**config.mk**
```make
export PLATFORM = sky130hd
export DESIGN_NAME = ifetch_flat
export DESIGN_NICKNAME = d
export VERILOG_FILES = /design/src/rtl/ifetch_if.sv /design/src/rtl/ifetch.sv /design/src/flat_wrapper.sv
export SDC_FILE = /design/constraint.sdc
export NUM_CORES = 1
export LEC_CHECK = 0
export CORE_ASPECT_RATIO = 1.1
export CORE_MARGIN = 1.5
export CORE_UTILIZATION = 53
export DETAILED_ROUTE_END_ITERATION = 6
export PLACE_DENSITY = 0.86
export SLEW_MARGIN = 15
export SYNTH_ARGS = -nofsm -noshare
export SYNTH_HDL_FRONTEND = slang
export SYNTH_SLANG_ARGS = --single-unit
```
**constraint.sdc**
```tcl
create_clock -name clk -period 17.4 [get_ports clk]
set_clock_uncertainty 0.2 [all_clocks]
set_input_delay 2.61 -clock clk [delete_from_list [all_inputs] [get_ports clk]]
set_output_delay 2.61 -clock clk [all_outputs]
set_load 0.02 [all_outputs]
```
**src/rtl/ifetch_if.sv**
```systemverilog
// Fetch-side bundle: instruction memory port, redirect request, decode handshake, error flag.
// master = fetch unit, slave = surrounding core (memory, branch unit, decode).
interface ifetch_if;
  logic [31:0] imem_addr;
  logic [31:0] imem_instr;
  logic        redirect_valid;
  logic [31:0] redirect_pc;
  logic        out_valid;
  logic        out_ready;
  logic [31:0] out_pc;
  logic [31:0] out_instr;
  logic        fetch_err;

  modport master (
    output imem_addr, out_valid, out_pc, out_instr, fetch_err,
    input  imem_instr, redirect_valid, redirect_pc, out_ready
  );

  modport slave (
    input  imem_addr, out_valid, out_pc, out_instr, fetch_err,
    output imem_instr, redirect_valid, redirect_pc, out_ready
  );
endinterface

```
**src/rtl/ifetch.sv**
```systemverilog
// Instruction fetch into a 2-entry {pc, instr} buffer; first entry valid one cycle after reset/redirect.
// out_ready low fills the buffer and then freezes the fetch PC; redirects flush and win over fetch.
module ifetch #(
  parameter logic [31:0] RESET_PC  = 32'h0000_0000,
  parameter int          BUF_DEPTH = 2
) (
  input  logic clk,
  input  logic rst_n,
  ifetch_if.master bus
);
  localparam logic [1:0] FULL = 2'(BUF_DEPTH);

  logic [31:0] pc;
  logic [1:0]  count;
  logic        wr_ptr;
  logic        rd_ptr;
  logic        fetch_err_q;
  logic [31:0] buf_pc    [2];
  logic [31:0] buf_instr [2];
  logic        pop;
  logic        push;

  assign bus.out_valid = (count != 2'd0);
  assign pop           = bus.out_valid & bus.out_ready;
  // A pop frees a slot in the same cycle, so a full buffer still accepts a fetch when drained.
  assign push          = !bus.redirect_valid & ((count < FULL) | pop);

  assign bus.imem_addr = pc;
  assign bus.out_pc    = buf_pc[rd_ptr];
  assign bus.out_instr = buf_instr[rd_ptr];
  assign bus.fetch_err = fetch_err_q;

  always_ff @(posedge clk or negedge rst_n) begin
    if (!rst_n) begin
      pc          <= {RESET_PC[31:2], 2'b00};
      count       <= 2'd0;
      wr_ptr      <= 1'b0;
      rd_ptr      <= 1'b0;
      fetch_err_q <= 1'b0;
    end else if (bus.redirect_valid) begin
      // Any coinciding pop has already been taken by decode; the rest is discarded.
      pc     <= {bus.redirect_pc[31:2], 2'b00};
      count  <= 2'd0;
      wr_ptr <= 1'b0;
      rd_ptr <= 1'b0;
      if (bus.redirect_pc[1:0] != 2'b00) begin
        fetch_err_q <= 1'b1;
      end
    end else begin
      if (push) begin
        pc     <= pc + 32'd4;
        wr_ptr <= ~wr_ptr;
      end
      if (pop) begin
        rd_ptr <= ~rd_ptr;
      end
      count <= count + {1'b0, push} - {1'b0, pop};
    end
  end

  always_ff @(posedge clk) begin
    if (push) begin
      buf_pc[wr_ptr]    <= pc;
      buf_instr[wr_ptr] <= bus.imem_instr;
    end
  end
endmodule

```
**src/flat_wrapper.sv**
```systemverilog
// flat-port wrapper written by rule: the top's interface ports become plain ports
module ifetch_flat 
#(
  parameter logic [31:0] RESET_PC  = 32'h0000_0000,
  parameter int          BUF_DEPTH = 2
)
  (clk, rst_n, bus_imem_addr, bus_out_valid, bus_out_pc, bus_out_instr, bus_fetch_err, bus_imem_instr, bus_redirect_valid, bus_redirect_pc, bus_out_ready);
  ifetch_if bus_i ();
  input  logic clk;
  input  logic rst_n;
  output wire logic [$bits(bus_i.imem_addr)-1:0] bus_imem_addr;
  output wire logic [$bits(bus_i.out_valid)-1:0] bus_out_valid;
  output wire logic [$bits(bus_i.out_pc)-1:0] bus_out_pc;
  output wire logic [$bits(bus_i.out_instr)-1:0] bus_out_instr;
  output wire logic [$bits(bus_i.fetch_err)-1:0] bus_fetch_err;
  input wire logic [$bits(bus_i.imem_instr)-1:0] bus_imem_instr;
  input wire logic [$bits(bus_i.redirect_valid)-1:0] bus_redirect_valid;
  input wire logic [$bits(bus_i.redirect_pc)-1:0] bus_redirect_pc;
  input wire logic [$bits(bus_i.out_ready)-1:0] bus_out_ready;
  assign bus_imem_addr = bus_i.imem_addr;
  assign bus_out_valid = bus_i.out_valid;
  assign bus_out_pc = bus_i.out_pc;
  assign bus_out_instr = bus_i.out_instr;
  assign bus_fetch_err = bus_i.fetch_err;
  assign bus_i.imem_instr = bus_imem_instr;
  assign bus_i.redirect_valid = bus_redirect_valid;
  assign bus_i.redirect_pc = bus_redirect_pc;
  assign bus_i.out_ready = bus_out_ready;
  ifetch #(.RESET_PC(RESET_PC), .BUF_DEPTH(BUF_DEPTH)) u_core (.clk(clk), .rst_n(rst_n), .bus(bus_i));
endmodule
```
==> ci_impl_report.md, run 1 <==
## PnR job results

| Metric | Value |
|---|---|
| GRT met1 Usage | `0.271` |
| Comb. cell area | `1790 sq um` |
| Total grt overflow | `0` |
| Count of inverters not on the clock network in the layout | `5` |
| Hold buffer count at CTS | `0` |
| Post-route setup TNS | `0 ps` |
| Row count | `42` |
| Fill cell instance count of the final layout | `753` |
| Yosys-reported design area after synthesis | `6490 sq um` |
| Clk cell area share | `0.0664` |
| Post-detailed-route via-to-cell ratio | `5.30` |
| Number of hold violations in the final report | `0` |
| # clk buffers | `18` |
| Worst vdd ir | `77.0 uV` |
| Largest cell class by area | `registers` |
| GP Congestion | `0.755` |
| Fraction of layout cells with a size suffix above 1 | `0.190` |
| Number of vias in the routed layout | `3950` |
| Unrepaired setup endpoints after global routing | `no` |
| Sort of element at the start of the critical path | `flop` |
| Count of mapped cells out of synthesis | `413` |
| Number of nets in the layout | `649` |
| Placement Setup Slack | `12340 ps` |
| Well-Tap Cells | `154` |
| Minimum setup slack in the final design | `11940 ps` |
| Average instance area after synthesis | `15.7 sq um` |
| Type of the worst min-delay path | `flop to flop` |
| Data-path buffer share of cell area in the final layout | `0.184` |
| Leakage power of the design | `3.13 nW` |
| Root buffer cell | `sky130_fd_sc_hd__clkbuf_16` |
| Biggest fanout along the worst timing path | `46` |
| Power per standard cell area | `135 nW/um^2` |
| Antenna violations before repair | `0` |
| Total Power Consumption | `1.19 mW` |
| Number of storage elements in the synthesis netlist | `159` |
| Bufs w/o clock | `164` |
| Multiplexer fraction of the synthesized cell area | `0.109` |
| Peak Freq | `183 MHz` |
| Number of levels the H-tree was split into | `4` |
| Fin Hold WS | `279 ps` |
| Number of global-route vias before repair | `4020` |
| Post-synthesis share of cell area spent on and, or, nand and nor gates | `0.0885` |
| Fraction of registers with async set/reset | `0.220` |
| Signal arrival time at the worst endpoint | `2650 ps` |
| Total wirelength of the detailed-routed design | `13700 microns` |
| Number of buffers inserted by port buffering | `161` |
| HPWL Detailed | `8700 microns` |
| Length of the first detailed-routing pass in iterations | `5` |
| Wire length of the first global-routing pass | `21100 microns` |
| Cells resized by post-CTS repair | `0` |
| Register cell area after layout | `4600 sq um` |
| Final tally of max-slew violations | `0` |
| Count of library flops with an enable pin | `124` |
| Tot GR Track Use | `0.220` |
| Biggest cell delay along the critical path | `620 ps` |
| Clk slew on worst S/H paths | `60 ps` |
| Effective utilization at floorplan | `0.542` |
| Cells traversed along the worst timing path | `buf_4 > mux2_2 > clkdlybuf4s50_1` |
| Post-route clock period utilization | `0.314` |
| Worst r2r src | `u_core.count[1]` |
| Yosys warns | `0` |
| Kind of critical path | `flop to output port` |
| Post-CTS Setup Bufs | `0` |
| Yosys cell count | `413` |
| Number of DRC violations after detailed routing | `0` |
| Logic share of the area | `0.203` |
| Floorplan Core Area | `12000 sq um` |
| Area delta synth->final | `35.6%` |
| Dominant delay contributor by cell family on the critical path | `buffers and inverters` |
| Inserted Clock Buffers | `17` |
| Number of setup violations in the final report | `0` |
| Worst Tran Pin Value | `1060 ps` |
| Worst slew margin relative to its limit | `0.293` |
| Sink Count | `159` |
| Critical path data required time | `14590 ps` |
| Worst R2R End | `u_core.bus.imem_addr[25]` |
| Worst Setup End Kind | `output port` |
| Worst hold path cell count | `1` |
| FF-to-FF setup slack | `15070 ps` |
| Minimum period implied by the final worst setup slack | `5460 ps` |
| Main flop type | `sky130_fd_sc_hd__edfxtp_1` |
| Log Warnings | `26` |
| Syn Std Cell Area | `6490 sq um` |
| Antenna diode count | `0` |
| Global routing's busiest layer | `met2` |
| Run status | `completed` |
run 1: flip-flops by register name (all words and copies together) (netlist names):
register,flops
u_core.bus.imem_addr,30
u_core.buf_instr,64
u_core.buf_pc,60
u_core.rd_ptr,1
u_core.wr_ptr,1
u_core.bus.fetch_err,1
u_core.count,2
run 1: worst max-delay path by stage:
stage / start / end / slack, ps / depth (start not counted)
4_1_cts: u_core.rd_ptr / bus_out_pc[27] / 11900 / 3
3_3_place_gp: u_core.rd_ptr / bus_out_pc[27] / 12380 / 3
6_report: u_core.rd_ptr / bus_out_pc[27] / 11940 / 3
2_1_floorplan: bus_redirect_valid / u_core.buf_instr[0][0] / 9380 / 3
3_5_place_dp: bus_out_ready / u_core.bus.imem_addr[25] / 12340 / 6
5_1_grt: u_core.rd_ptr / bus_out_pc[27] / 11830 / 3
run 1: Yosys cell counts, drive strengths merged (5+ instances only):
cell    instances  area [sq um]
edfxtp        124          3720
mux2           62           698
nand2          42           158
dfrtp          35           876
o21ai          31           155
xnor2          26           228
clkbuf         14          52.6
nor4           10           114
nor2            9          33.8
buf             7          53.8
nand4           7          80.1
nor3            7          40.0
xor2            7          61.3
and3            6          38.8
nand3           6          35.0
inv             5          18.8
run 1: metal layers:
| layer | share of wire | vias up |
|---|---|---|
| met2 | 0.50 | 149 |
| met5 | 0 | - |
| li1 | - | 1844 |
| met1 | 0.41 | 1940 |
| met3 | 0.074 | 17 |
| met4 | 0.016 | 0 |
run 1: report_power, final:
| group | internal, mW | switching (mW) |
|---|---|---|
| sequential | 0.466 | 0.0306 |
| clock | 0.214 | 0.153 |
| combinational | 0.166 | 0.162 |
| total | 0.846 | 0.345 |
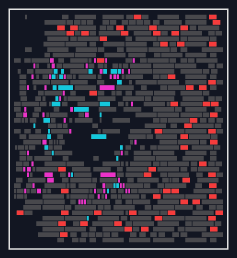
run_1/gates.png
Drawn at 2 px/micron.
- magenta: nand cells (cells 57; most used nand2_1)
- red: mux cells (cells 63; most used mux2_2; where all over the die)
- cyan: nor cells (cells 30; most used nor2_1)
highest-count logic cell in the final layout: sky130_fd_sc_hd__clkdlybuf4s50_1
number of cells in the finished layout apart from fillers: 745

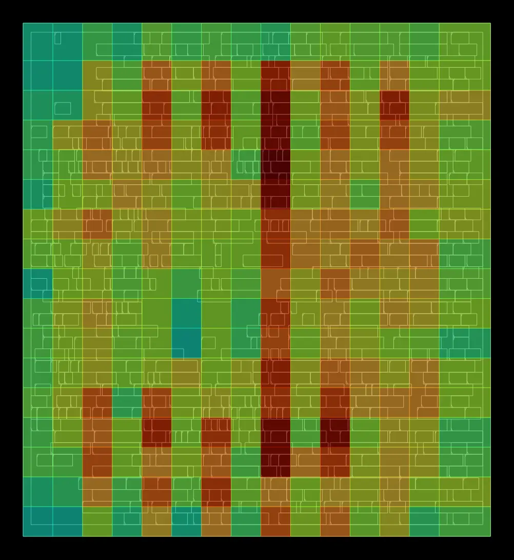
run_1/congestion_map.png
global routing met3 resource utilization: 0.0629
detail-routed net length per standard cell: 18.3 microns

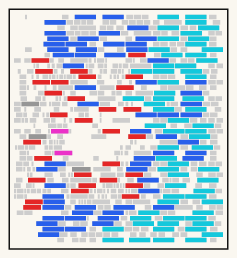
run_1/ff_map.png
Drawn at 2 px/micron. Other sequential cells in the stronger gray, the rest of the logic in the fainter gray.
- blue: `u_core.buf_pc` (placed flops 60; where all over the die)
- red: `u_core.bus.imem_addr` (placed flops 30)
- cyan: `u_core.buf_instr` (placed flops 64)
- magenta: `u_core.count` (placed flops 2)
- not colored: 3
Final Core Density: 0.735
sequential share of cell area: 0.522

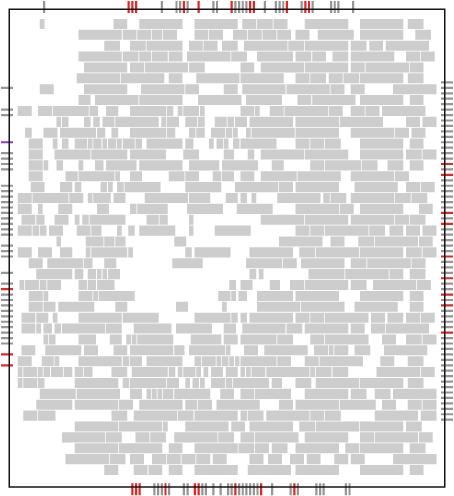
run_1/pinout.png
Drawn at 4 px/micron. Pins as bars across the die edge, other pins in gray.
- purple: `rst_n` (pins 1; direction input; edge left)
- red: `bus_out_pc` (pins 32; direction output; edge 11 top, 9 bottom, 9 right, 3 left)
DIE WIDTH: 109 microns
chip height: 119 microns

==> inputs of run 2 (changes only) <==
--- a/config.mk
+++ b/config.mk
@@ -7,9 +7,9 @@
 export LEC_CHECK = 0
 export CORE_ASPECT_RATIO = 1.1
 export CORE_MARGIN = 1.5
-export CORE_UTILIZATION = 53
+export CORE_UTILIZATION = 44
 export DETAILED_ROUTE_END_ITERATION = 6
-export PLACE_DENSITY = 0.86
+export PLACE_DENSITY = 0.76
 export SLEW_MARGIN = 15
 export SYNTH_ARGS = -nofsm -noshare
 export SYNTH_HDL_FRONTEND = slang
==> constraint.sdc (replaced) <==
create_clock -name clk -period 4.95 [get_ports clk]
set_clock_uncertainty 0.2 [all_clocks]
set_input_delay 0.7425 -clock clk [delete_from_list [all_inputs] [get_ports clk]]
set_output_delay 0.7425 -clock clk [all_outputs]
set_load 0.02 [all_outputs]
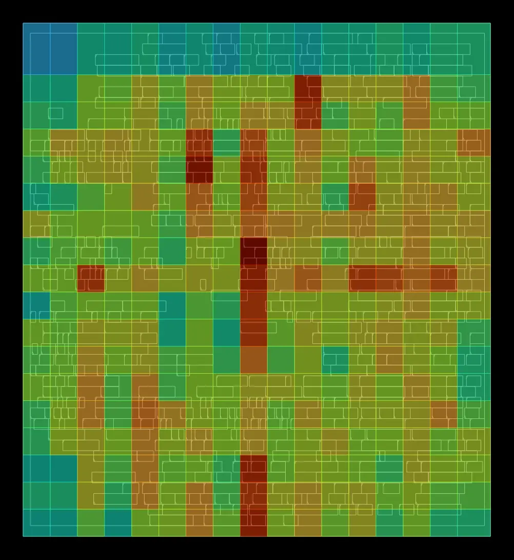
run_2/congestion_map.png
detail-routed net length per standard cell: 17.1 microns
Tot GR Track Use: 0.179
global routing met3 resource utilization: 0.0538
global routing's busiest layer: met2
Final Core Density: 0.615

==> ci_impl_report.md, run 2 <==
## PnR job results

| Metric | Value |
|---|---|
| Clock tree from TritonCTS | `built (unchanged)` |
| Clock network fraction of total power | `0.306 (was 0.308)` |
| Worst r2r src | `u_core.count[1] (unchanged)` |
| Number of buffers inserted by port buffering | `161 (unchanged)` |
| Kind of critical path | `flop to output port (unchanged)` |
| Worst vdd ir | `258 uV (was 77.0 uV)` |
| Max reg flops | `64 (unchanged)` |
| Length of the first detailed-routing pass in iterations | `4 (was 5)` |
| Fill cell instance count of the final layout | `1099 (was 753)` |
| Unrepaired setup endpoints after global routing | `no (unchanged)` |
| HPWL Detailed | `8960 microns (was 8700 microns)` |
| Effective utilization at floorplan | `0.449 (was 0.542)` |
| Worst R2R End | `u_core.buf_pc[1][18] (was u_core.bus.imem_addr[25])` |
| Wire length of the first global-routing pass | `21100 microns (about the same)` |
| Pin count of the biggest net entering global routing | `68 (unchanged)` |
| Number of levels the H-tree was split into | `4 (unchanged)` |
| Number of cells in the finished layout apart from fillers | `786 (was 745)` |
| Worst Tran Pin Value | `997 ps (was 1060 ps)` |
| Critical path data required time | `4010 ps (was 14590 ps)` |
| Die ar. | `15500 sq um (was 12900 sq um)` |
| Biggest cell delay along the critical path | `1020 ps (was 620 ps)` |
| NetSw | `1.19 mW (was 345 uW)` |
| Sink Count | `159 (unchanged)` |
| Power per standard cell area | `470 nW/um^2 (was 135 nW/um^2)` |
| Fin Hold WS | `229 ps (was 279 ps)` |
| Peak Freq | `267 MHz` |
| Final antenna-violating net count | `0 (unchanged)` |
| Portion of the post-synthesis area used by sequential elements | `0.708 (unchanged)` |
| Floorplan Core Area | `14400 sq um (was 12000 sq um)` |
| End of the critical path | `bus_out_pc[29] (was bus_out_pc[27])` |
| Synth area leader | `sky130_fd_sc_hd__edfxtp_1 (unchanged)` |
| Type of the worst min-delay path | `primary input to asynchronous set/reset pin (was flop to flop)` |
| FF-to-FF path depth | `4 (was 5)` |
| Signal arrival time at the worst endpoint | `2810 ps (was 2650 ps)` |
| Biggest fanout along the worst timing path | `43 (was 46)` |
| FF-to-FF setup slack | `2470 ps (was 15070 ps)` |
| Most used standard cell by instance count after synthesis | `sky130_fd_sc_hd__edfxtp_1 (unchanged)` |
| Top metal layer carrying routed signals | `met4 (unchanged)` |
| Run status | `completed (unchanged)` |
| Met2 Routed Length | `6570 microns (was 6820 microns)` |
| Placed instance area | `8300 sq um (was 8220 sq um)` |
| Number of nets in the layout | `652 (was 649)` |
| Log Warnings | `26 (unchanged)` |
| Number of vias in the routed layout | `3864 (was 3950)` |
| Area delta synth->final | `36.9% (was 35.6%)` |
| Count of mapped cells out of synthesis | `413 (unchanged)` |
| Number of cells after detailed placement | `754 (was 713)` |
| Origin of the worst setup path | `u_core.rd_ptr (unchanged)` |
| Post-detailed-route via-to-cell ratio | `4.92 (was 5.30)` |
| Largest reg by FF count | `u_core.buf_instr (unchanged)` |
| Iteration-0 DRC count of the detailed router | `314 (was 206)` |
| Yosys-reported design area after synthesis | `6490 sq um (unchanged)` |
| Detailed-route wire length on metal 1 | `5880 microns (was 5620 microns)` |
| Number of storage elements in the synthesis netlist | `159 (unchanged)` |
| Post-route clock period utilization | `0.758` |
| Register share of total power | `0.425 (was 0.417)` |
| Highest-count logic cell in the final layout | `sky130_fd_sc_hd__clkdlybuf4s50_1 (unchanged)` |
| Biggest consumer | `sequential cells (unchanged)` |
| Max clock buf depth | `2 (unchanged)` |
| Comb group | `1.12 mW (was 328 uW)` |
| Hold buffer count at CTS | `0 (unchanged)` |
| Antenna diode count | `0 (unchanged)` |
| Most frequent cells in the layout | `sky130_fd_sc_hd__clkdlybuf4s50_1 (159), sky130_fd_sc_hd__edfxtp_1 (124), sky130_fd_sc_hd__mux2_2 (62), sky130_fd_sc_hd__nand2_1 (42), sky130_fd_sc_hd__dfrtp_1 (34) (unchanged)` |
| Number of distinct library cells after synthesis | `36 (unchanged)` |
| Inserted Clock Buffers | `17 (unchanged)` |
| DIE WIDTH | `119 microns (was 109 microns)` |
| Antenna violations before repair | `0 (unchanged)` |
| Clk slew on worst S/H paths | `60 ps (about the same)` |
| Main flop type | `sky130_fd_sc_hd__edfxtp_1 (unchanged)` |
| Minimum period implied by the final worst setup slack | `3750 ps` |
| Syn Std Cell Area | `6490 sq um (unchanged)` |
| Yosys cell count | `413 (unchanged)` |
| Ranking of synthesized cells by area | `sky130_fd_sc_hd__edfxtp_1 (57%), sky130_fd_sc_hd__dfrtp_1 (13%), sky130_fd_sc_hd__mux2_2 (11%) (unchanged)` |
| Slowest stage cell, crit path | `sky130_fd_sc_hd__dfrtp_2 (unchanged)` |
| Dominant delay contributor by cell family on the critical path | `flip-flops (was buffers and inverters)` |
| Cells traversed along the worst timing path | `buf_4 > mux2_2 > clkdlybuf4s50_1 (unchanged)` |
| Yosys warns | `0 (unchanged)` |
| Total length of routed met3 wires | `817 microns (was 1010 microns)` |
| Chip height | `130 microns (was 119 microns)` |
| Number of DRC violations after detailed routing | `0 (unchanged)` |
| Cells resized by post-CTS repair | `0 (unchanged)` |
| Number of hold violations in the final report | `0 (unchanged)` |
| Number of setup violations in the final report | `0 (unchanged)` |
| Sort of element at the start of the critical path | `flop (unchanged)` |
| Worst slew margin relative to its limit | `0.335 (was 0.293)` |
| Average instance area after synthesis | `15.7 sq um (unchanged)` |
| Instance count on the critical path | `3 (unchanged)` |
| Switching fraction of total power | `0.286 (was 0.290)` |
| Final tally of max-slew violations | `0 (unchanged)` |
| Leakage power of the design | `3.15 nW (was 3.13 nW)` |
| Late-Pin Clk Latency | `410 ps (was 420 ps)` |
| Power share of the combinational group | `0.269 (was 0.275)` |
| Ports | `166 (unchanged)` |
| Row count | `46 (was 42)` |
| Post-CTS Setup Bufs | `0 (unchanged)` |
| Total Power Consumption | `4.17 mW (was 1.19 mW)` |
| Buffers and inverters on the worst path | `2 (unchanged)` |
| Count of library flops with an enable pin | `124 (unchanged)` |
| Fraction of layout cells with a size suffix above 1 | `0.195 (was 0.190)` |
| Finished layout cell area | `8890 sq um (was 8810 sq um)` |
| Top cell area share | `0.574 (unchanged)` |
| Total internal power | `2.98 mW (was 846 uW)` |
| Fraction of registers with async set/reset | `0.220 (unchanged)` |
| GRT met1 Usage | `0.229 (was 0.271)` |
| GP Congestion | `0.763 (was 0.755)` |
| Top cells by instance count after synthesis | `sky130_fd_sc_hd__edfxtp_1 (124), sky130_fd_sc_hd__mux2_2 (62), sky130_fd_sc_hd__nand2_1 (42) (unchanged)` |
| Post-route setup TNS | `0 ps (unchanged)` |
| Power drawn by the clock network | `1.28 mW (was 367 uW)` |
| Worst Setup End Kind | `output port (unchanged)` |
| Total wirelength of the detailed-routed design | `13400 microns (was 13700 microns)` |
| Total grt overflow | `0 (unchanged)` |
| Root buffer cell | `sky130_fd_sc_hd__clkbuf_16 (unchanged)` |
| Met2 Track Usage GR | `0.299 (was 0.368)` |
| Number of max-cap violations | `0 (unchanged)` |
| Number of global-route vias before repair | `3982 (was 4020)` |
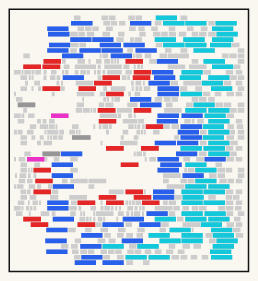
run_2/ff_map.png
Drawn at 2 px/micron. Other sequential cells in the stronger gray, the rest of the logic in the fainter gray.
- blue: `u_core.buf_pc` (placed flops 60)
- red: `u_core.bus.imem_addr` (placed flops 30)
- magenta: `u_core.count` (placed flops 2)
- cyan: `u_core.buf_instr` (placed flops 64; where a column on the right)
- not colored: 3
sequential share of cell area: 0.518
Power Sequential: 1.77 mW
register cell area after layout: 4600 sq um

run 2: cell counts after synthesis:
Identical to the previous run, type by type.
run 2: logic make-up (layout without fill, tap and decap cells):
group | count (synthesis) | after routing | share of synthesized area
buffers and inverters | 26 | 204 | 0.0193
multiplexers | 63 | 63 | 0.109
AND-OR/OR-AND | 31 | 31 | 0.0239
AND/OR/NAND/NOR | 97 | 97 | 0.0885
flip-flops | 159 | 159 | 0.708
other | 1 | 4 | 0.000578
XOR/XNOR | 33 | 33 | 0.0445
adder cells (fa/ha/maj) | 3 | 3 | 0.00578
run 2: cell type report:
cell class / count / area (sq um) / share of cell area
tap: 192 / 240 / 0.0270
clock inverter: 14 / 159 / 0.0179
multi-input combinational: 231 / 1790 / 0.202
clock buffer: 18 / 429 / 0.0483
inverter: 5 / 18.8 / 0.00211
sequential: 159 / 4600 / 0.518
timing repair buffer: 167 / 1650 / 0.185
run 2: worst min path at each step:
stage / start / to / slack, ps
after floorplan: rst_n / u_core.bus.fetch_err / 250
after global placement: u_core.bus.fetch_err / u_core.bus.fetch_err / 250
after detailed placement: u_core.bus.fetch_err / u_core.bus.fetch_err / 260
after CTS: rst_n / u_core.bus.fetch_err / 260
after global routing: rst_n / u_core.bus.imem_addr[20] / 290
final: rst_n / u_core.bus.imem_addr[19] / 230
run 2: per-stage QoR:
| step | setup slack (ps) | util |
|---|---|---|
| final | 1200 | 0.615 |
| after global routing | 1020 | 0.615 |
| after CTS | 1140 | 0.615 |
| after detailed placement | 1590 | 0.574 |
| after global placement | 1660 | 0.574 |
| after floorplan | 693 | - |
==> inputs of run 3 (changes only) <==
==> constraint.sdc (replaced) <==
create_clock -name clk -period 3.2 [get_ports clk]
set_clock_uncertainty 0.2 [all_clocks]
set_input_delay 0.48 -clock clk [delete_from_list [all_inputs] [get_ports clk]]
set_output_delay 0.48 -clock clk [all_outputs]
set_load 0.02 [all_outputs]
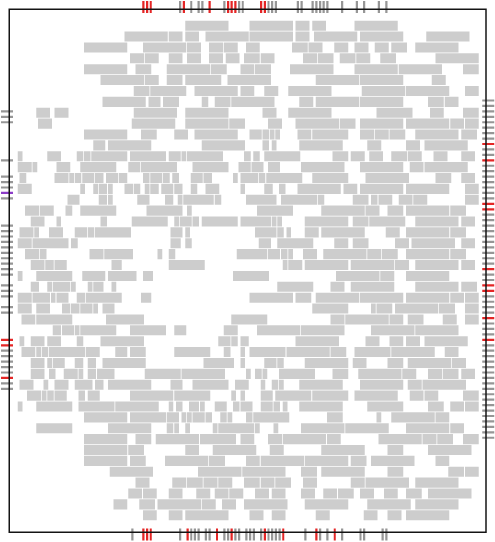
run_3/pinout.png
Drawn at 4 px/micron. Pins as bars across the die edge, other pins in gray.
- purple: `rst_n` (pins 1; direction input; edge left)
- red: `bus_out_pc` (pins 32; direction output; edge 10 bottom, 10 top, 9 right, 3 left)
- all pins by edge: 63 right, 37 bottom, 34 left, 32 top
DIE WIDTH: 119 microns
number of buffers inserted by port buffering: 161

==> ci_impl_report.md, run 3 <==
## PnR job results

| Metric | Value |
|---|---|
| Run status | `completed (unchanged)` |
| Final antenna-violating net count | `0 (unchanged)` |
| Inserted Clock Buffers | `17 (unchanged)` |
| Pin count of the biggest net entering global routing | `64 (was 68)` |
| Tot GR Track Use | `0.177 (was 0.179)` |
| Effective utilization at floorplan | `0.449 (unchanged)` |
| Antenna diode count | `0 (unchanged)` |
| Fraction of registers with async set/reset | `0.220 (unchanged)` |
| Yosys cell count | `413 (unchanged)` |
| Total Power Consumption | `6.67 mW (was 4.17 mW)` |
| Most used standard cell by instance count after synthesis | `sky130_fd_sc_hd__edfxtp_1 (unchanged)` |
| Leakage power of the design | `3.19 nW (was 3.15 nW)` |
| Startpoint of the lowest-slack hold path | `bus_redirect_valid` |
| Area delta synth->final | `38.1% (was 36.9%)` |
| Cells resized by post-CTS repair | `0 (unchanged)` |
| Ports | `166 (unchanged)` |
| Late-Pin Clk Latency | `410 ps (about the same)` |
| Main flop type | `sky130_fd_sc_hd__edfxtp_1 (unchanged)` |
| Biggest fanout along the worst timing path | `31 (was 43)` |
| Floorplan Core Area | `14400 sq um (unchanged)` |
| Unrepaired setup endpoints after global routing | `no (unchanged)` |
| Worst r2r src | `u_core.count[1] (unchanged)` |
| Most frequent cells in the layout | `sky130_fd_sc_hd__clkdlybuf4s50_1 (159), sky130_fd_sc_hd__edfxtp_1 (124), sky130_fd_sc_hd__mux2_2 (62), sky130_fd_sc_hd__nand2_1 (42), sky130_fd_sc_hd__dfrtp_1 (34) (unchanged)` |
| Worst slew margin relative to its limit | `0.442 (was 0.335)` |
| Placement Setup Slack | `292 ps (was 1590 ps)` |
| Number of global-route vias before repair | `4000 (was 3982)` |
| Detail-routed net length per standard cell | `16.7 microns (was 17.1 microns)` |
| Total grt overflow | `0 (unchanged)` |
| Placed instance area | `8320 sq um (was 8300 sq um)` |
| Ranking of synthesized cells by area | `sky130_fd_sc_hd__edfxtp_1 (57%), sky130_fd_sc_hd__dfrtp_1 (13%), sky130_fd_sc_hd__mux2_2 (11%) (unchanged)` |
| Highest-count logic cell in the final layout | `sky130_fd_sc_hd__clkdlybuf4s50_1 (unchanged)` |
| Minimum setup slack in the final design | `388 ps (was 1200 ps)` |
| Top cells by instance count after synthesis | `sky130_fd_sc_hd__edfxtp_1 (124), sky130_fd_sc_hd__mux2_2 (62), sky130_fd_sc_hd__nand2_1 (42) (unchanged)` |
| Number of vias in the routed layout | `3945 (was 3864)` |
| Power per standard cell area | `744 nW/um^2 (was 470 nW/um^2)` |
| Post-route setup TNS | `0 ps (unchanged)` |
| Finished layout cell area | `8970 sq um (was 8890 sq um)` |
| Yosys warns | `0 (unchanged)` |
| Count of mapped cells out of synthesis | `413 (unchanged)` |
| Portion of the post-synthesis area used by sequential elements | `0.708 (unchanged)` |
| Antenna violations before repair | `0 (unchanged)` |
| Post-route clock period utilization | `0.879` |
| Max reg flops | `64 (unchanged)` |
| Row count | `46 (unchanged)` |
| Buffers and inverters on the worst path | `2 (unchanged)` |
| Dominant delay contributor by cell family on the critical path | `buffers and inverters (was flip-flops)` |
| Number of distinct library cells after synthesis | `36 (unchanged)` |
| Syn Std Cell Area | `6490 sq um (unchanged)` |
| Post-CTS Setup Bufs | `0 (unchanged)` |
| Post-detailed-route via-to-cell ratio | `5.02 (was 4.92)` |
| Worst Tran Pin Value | `837 ps (was 997 ps)` |
| Hold buffer count at CTS | `1 (was 0)` |
| GP Congestion | `0.748 (was 0.763)` |
| Top cell area share | `0.574 (unchanged)` |
| Kind of critical path | `flop to output port (unchanged)` |
| Max clock buf depth | `2 (unchanged)` |
| Worst vdd ir | `336 uV (was 258 uV)` |
| Biggest cell delay along the critical path | `570 ps (was 1020 ps)` |
| Synth area leader | `sky130_fd_sc_hd__edfxtp_1 (unchanged)` |
| Yosys-reported design area after synthesis | `6490 sq um (unchanged)` |
| Average instance area after synthesis | `15.7 sq um (unchanged)` |
| Slowest stage cell, crit path | `sky130_fd_sc_hd__clkdlybuf4s50_1 (was sky130_fd_sc_hd__dfrtp_2)` |
| Count of library flops with an enable pin | `124 (unchanged)` |
| Largest reg by FF count | `u_core.buf_instr (unchanged)` |
| Number of nets in the layout | `652 (unchanged)` |
| Peak Freq | `356 MHz` |
| Sink Count | `159 (unchanged)` |
| Log Warnings | `26 (unchanged)` |
| Worst Setup End Kind | `output port (unchanged)` |
| Iteration-0 DRC count of the detailed router | `218 (was 314)` |
| Wire length of the first global-routing pass | `20800 microns (was 21100 microns)` |
| Minimum period implied by the final worst setup slack | `2810 ps` |
| Type of the worst min-delay path | `primary input to flop (was primary input to asynchronous set/reset pin)` |
| Number of setup violations in the final report | `0 (unchanged)` |
| HPWL Detailed | `8520 microns (was 8960 microns)` |
| Clk slew on worst S/H paths | `60 ps (about the same)` |
| Number of max-cap violations | `0 (unchanged)` |
| Die ar. | `15500 sq um (unchanged)` |
| Number of levels the H-tree was split into | `4 (unchanged)` |
| Root buffer cell | `sky130_fd_sc_hd__clkbuf_16 (unchanged)` |
| Fraction of layout cells with a size suffix above 1 | `0.192 (was 0.195)` |
| Final tally of max-slew violations | `0 (unchanged)` |
| Sort of element at the start of the critical path | `flop (unchanged)` |
| Number of storage elements in the synthesis netlist | `159 (unchanged)` |
| Total wirelength of the detailed-routed design | `13100 microns (was 13400 microns)` |
| Number of hold violations in the final report | `0 (unchanged)` |
| Signal arrival time at the worst endpoint | `2130 ps (was 2810 ps)` |
| Critical path data required time | `2520 ps (was 4010 ps)` |
| Length of the first detailed-routing pass in iterations | `4 (unchanged)` |
| Origin of the worst setup path | `u_core.rd_ptr (unchanged)` |
| Cells traversed along the worst timing path | `buf_4 > mux2_2 > clkdlybuf4s50_1 (unchanged)` |
| Number of DRC violations after detailed routing | `0 (unchanged)` |
| Clock tree from TritonCTS | `built (unchanged)` |
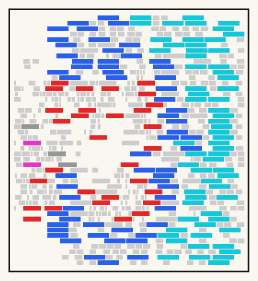
run_3/ff_map.png
Drawn at 2 px/micron. Other sequential cells in the stronger gray, the rest of the logic in the fainter gray.
- magenta: `u_core.count` (placed flops 2)
- red: `u_core.bus.imem_addr` (placed flops 30)
- blue: `u_core.buf_pc` (placed flops 60)
- cyan: `u_core.buf_instr` (placed flops 64; where a column on the right)
- not colored: 3

## run 3: logic make-up (layout without fill, tap and decap cells)
group	after synthesis	count (layout)	share of synthesized area
DFF	159	159	0.708
and+or+nand+nor	97	97	0.0885
muxes	63	63	0.109
xor gates and xnor gates	33	33	0.0445
AOI/OAI and AO/OA	31	31	0.0239
buffers and inverters	26	204	0.0193
adders and majority gates	3	3	0.00578
other	1	4	0.000578
## run 3: report_power, final
group          internal [mW]  switching [mW]
clock                   1.39           0.796
sequential              2.53           0.129
combinational          0.920           0.908
## run 3: final cells by class
| class | instances | area (sq um) |
|---|---|---|
| repair buffers | 167 | 1670 |
| clock buffers | 19 | 433 |
| inverters | 5 | 18.8 |
| well taps | 192 | 240 |
| multi-input cells | 231 | 1790 |
| clock inverters | 13 | 209 |
| flip-flops and latches | 159 | 4600 |
| fillers | 1089 | 5480 |
## run 3: worst paths after layout
path	endpoint	slack [ps]	cells after the start
worst max register to register	u_core.bus.imem_addr[23]	960	5
worst min-delay path	u_core.wr_ptr	110	2
worst max-delay path	bus_out_pc[14]	390	3
min in group asynchronous	u_core.count[0]	510	2
worst min register to register	u_core.bus.fetch_err	290	1
max in group asynchronous	u_core.rd_ptr	1720	2
## run 3: metrics by stage
| stage | cells | utilization | hold WS, ps |
|---|---|---|---|
| 2_1_floorplan | 416 | - | -15.6 |
| 3_3_place_gp | 753 | 0.576 | 254 |
| 3_5_place_dp | 753 | 0.576 | 261 |
| 4_1_cts | 786 | 0.621 | 89.4 |
| 5_1_grt | 786 | 0.621 | 102 |
| 6_report | 786 | 0.621 | 110 |
## run 3: per-layer routing
layer,vias to the layer above,global-route usage,wire (microns)
met4,0,0.0510,141
met1,1945,0.224,5690
met3,14,0.0560,831
li1,1851,-,-
met2,135,0.297,6490
met5,-,0,0
Power and IR drop assume default switching activity.
